Design morse_key_decoder_flat, sky130hd; sources not shown.
### Signal wires on met1, run 1

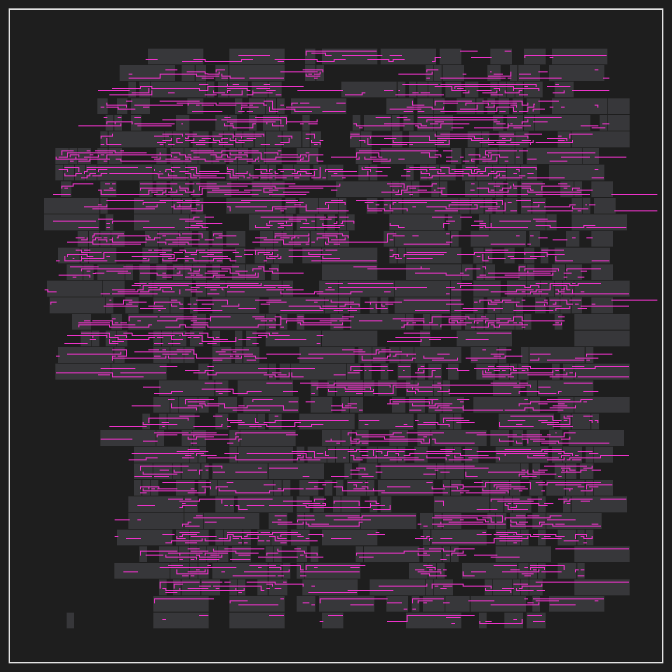
The layer carries 5,590 microns of wire. The longest straight run is 23.9 microns.
detailed-route wire length: 12.44 mm
vias: 4,922
met1 Track Usage GR: 0.2963

### The metal 2 layer, run 1

Bar = 20 microns.
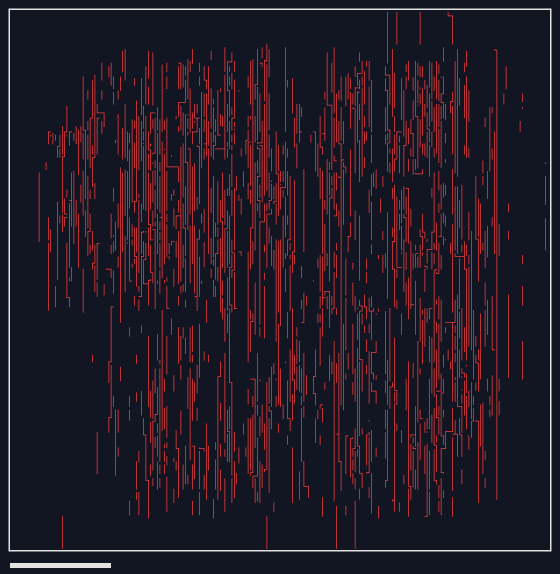
The layer carries 6,180 microns of wire. The longest straight run is 88.9 microns. The wires run mostly vertical. The layer holds 50% of the routed length. 570 nets have wire on it.
routing usage on met2: 0.3817

### Met3 routing, run 1

Bar = 20 microns.
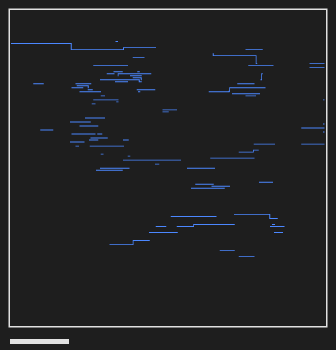
The longest straight run is 20.2 microns. The layer holds 4.2% of the routed length. The wires run mostly horizontal. 60 nets have wire on it.
met3 usage: 0.04937

### Clock nets, run 1

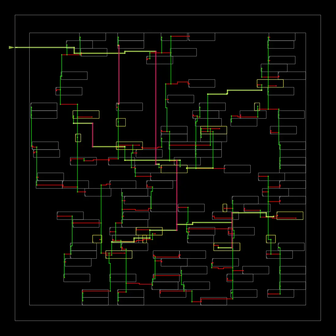
Setup Skew: 0.008394 ns
Flops: 101
TritonCTS buffer count: 9
Worst-Skew Late Latency: 0.35 ns

==> out/metrics.csv <==
stage;metric;value;unit
pwr;total power;1.590;mW
status;status;finished, final reports clean;
critical_path;Slowest-stage cell, CP;clkdlybuf4s50_1;
final_timing;RSZ-0062 raised after global routing;no;
synthesis;Synth Cell Area;0.005821;sq mm
synthesis;Post-synth seq share;0.4344;
place;I/O Buffers;14;
synthesis;ys cells;678;
final_layout;FILL cells;734;
clocking;Post-CTS Setup Repair Bufs;0;
route;drt pass-1 iters;5;
global_routing;Overflow after GRT;0;
global_routing;GRT Overall Usage;0.2279;
pwr;pwr dens;254.1;mW/mm^2
synthesis;Yosys Chip Area;0.005821;sq mm
final_timing;fin crit period;2.650;ns
route;post-route ant nets;0;
pwr;Net Sw Frac;0.2238;
global_routing;largest net degree at the start of global routing;93;
final_timing;f_max;0.3773;GHz
clocking;Root Buffer Master;clkbuf_16;
synthesis;Cell Type Count;65;
die;row count;35;
min_path;HP Class;reg -> reg;
final_layout;Layout area overhead;7.459;%
synthesis;Registers, synthesis;101;
die;die y size;106.9;microns
synthesis;Async S/R FF share, synth;1.000;
critical_path;Worst EP required;3.76;ns
pwr;Max IR drop VDD;0.0002387;V
critical_path;flop2flop setup slack;2.08;ns
final_timing;Finish-stage setup viols;0;
final_layout;number of diodes;0;
die;io pins;16;
synthesis;Most common reg cell;dfrtp_1;
die;total die area;0.01143;sq mm
final_layout;max reg flops;26;
pwr;Comb power frac;0.017;
min_path;hold depth;0;
synthesis;Yosys top cell by area;dfrtp_1;
synthesis;Top cell area share;0.4299;
pwr;Clock power frac;0.433;
die;Die X;106.9;microns
pwr;Flop pwr share;0.550;
final_layout;share of post-route cells with drive strength above 1;0.04741;
route;Wirelength per Cell;15.82;microns
die;fp_density;0.6329;
global_routing;vias in the first global route;4684;
job;maxcap violations;0;
clocking;Sink Count;101;
pwr;sw power;0.3557;mW
final_layout;Sequential Area;0.002529;sq mm
final_timing;cycle use final;0.5639;
critical_path;ordered cell list for the critical path;or2_2 > clkdlybuf4s50_1;
clocking;CTS Hold Bufs;0;
clocking;H-tree levels;3;
clocking;Post-CTS Resized;0;
pwr;Pleak;2.650;nW
critical_path;Crit Path Category;reg -> out;
critical_path;crit end category;output pin;
die;Core Region;0.009196;sq mm
pwr;Internal Power;1.234;mW
critical_path;CP startpoint kind;flop;
final_timing;Worst Tran Pin Value;0.7535;ns
synthesis;number of synthesized flops with an enable pin;0;
clocking;clk slew on worst S/H paths;0.07;ns
place;post-detail-place hpwl;8.269;mm
job;Log Warnings;30;
critical_path;R2R depth;8;
synthesis;cells after synthesis;678;
global_routing;initial antenna violation count;0;
route;Vias/cell;6.262;
final_layout;Nets;683;
clocking;CTS tree;done;
critical_path;largest stage delay on the critical path;0.54;ns
final_timing;Final Hold Fails;0;
final_layout;logic area;0.003092;sq mm
critical_path;worst-path fanout max;10;
synthesis;Cell area leaders;dfrtp_1, nor2_1, o21ai_0;
synthesis;cell with the most instances after synthesis;dfrtp_1;
synthesis;synth warn;0;
final_timing;setup tns final;0;ns
critical_path;worst endpoint data arrival time;1.71;ns
final_timing;Worst slew margin;0.4965;
global_routing;first-pass GRT wire length;21.58;mm
clocking;Clock Tree Buf Depth;2;
synthesis;Mean Syn Cell Area;8.585;sq um
route;DRC Markers;0;
synthesis;synth cell count leaders;dfrtp_1, nor2_1, nand2_1;
route;initial DRC count;318;
final_timing;Final Slew Violations;0;
-- run 1: stage by stage --
| step | hold WS [ns] | worst slack, ns | cell area (sq um) | utilization | std cells |
|---|---|---|---|---|---|
| 6_report | 0.3688 | 2.050 | 6255 | 0.6801 | 786 |
| 2_1_floorplan | 0.3312 | 1.115 | 5679 | - | 644 |
| 3_3_place_gp | 0.3397 | 2.229 | 5968 | 0.6490 | 770 |
| 4_1_cts | 0.3782 | 2.022 | 6243 | 0.6789 | 786 |
| 3_5_place_dp | 0.3510 | 2.053 | 5974 | 0.6497 | 770 |
| 5_1_grt | 0.3819 | 1.783 | 6255 | 0.6801 | 786 |
-- run 1: cells by family (layout without fill, tap and decap cells) --
logic type / after synthesis / after routing / share of synthesized area
mux: 1 / 1 / 0.001720
flops: 101 / 101 / 0.4344
compound gates: 142 / 142 / 0.1533
simple gates: 321 / 321 / 0.2782
xor+xnor: 49 / 49 / 0.07373
buf+inv: 53 / 50 / 0.03654
other cells: 1 / 1 / 0.0006443
fa+ha+maj: 10 / 10 / 0.02150
-- run 1: layer usage --
metal / GRT usage / part of all wire / vias to the layer above
met2: 0.3817 / 0.50 / 141
li1: - / - / 2381
met1: 0.2963 / 0.45 / 2380
met4: 0.07123 / 0.012 / 0
met3: 0.04937 / 0.041 / 20
met5: 0 / 0 / -
-- run 1: power groups by stage --
stage | Combinational [mW] | Sequential, mW | Clock, mW
after global placement | 0.0269 | 0.891 | 0
final | 0.0265 | 0.874 | 0.689
after detailed placement | 0.0277 | 0.891 | 0
after global routing | 0.0316 | 0.874 | 0.732
after CTS | 0.0278 | 0.874 | 0.697
after floorplan | 0.0188 | 0.890 | 0
-- run 1: worst max-delay path, delay by kind of cell, from the launching register on --
| kind | cells | cell delay [ns] |
|---|---|---|
| buffers and inverters | 1 | 0.54 |
| and+or+nand+nor | 1 | 0.34 |
| DFF | 1 | 0.48 |
-- run 1: cell usage in the layout, fill, tap and decap left out, types with 12 or more instances in the layout --
master,netlist,layout
a21oi_1,17,17
and3_1,20,20
clkdlybuf4s50_1,0,14
dfrtp_1,100,100
inv_1,19,20
nand2_1,74,73
nand3_1,34,34
nand4_1,14,14
nor2_1,95,95
nor3_1,19,19
o21ai_0,58,58
o31ai_1,12,12
xnor2_1,18,18
xor2_1,31,31
-- run 1: layout make-up --
class / count / area share
Inverter: 19 / 0.01260
Clock inverter: 7 / 0.007001
Tap cell: 111 / 0.02220
Timing Repair Buffer: 15 / 0.02360
Sequential cell: 101 / 0.4043
Clock buffer: 9 / 0.03601
Multi-Input combinational cell: 524 / 0.4943
No activity file was given, so power comes from the tool's default toggle rates.
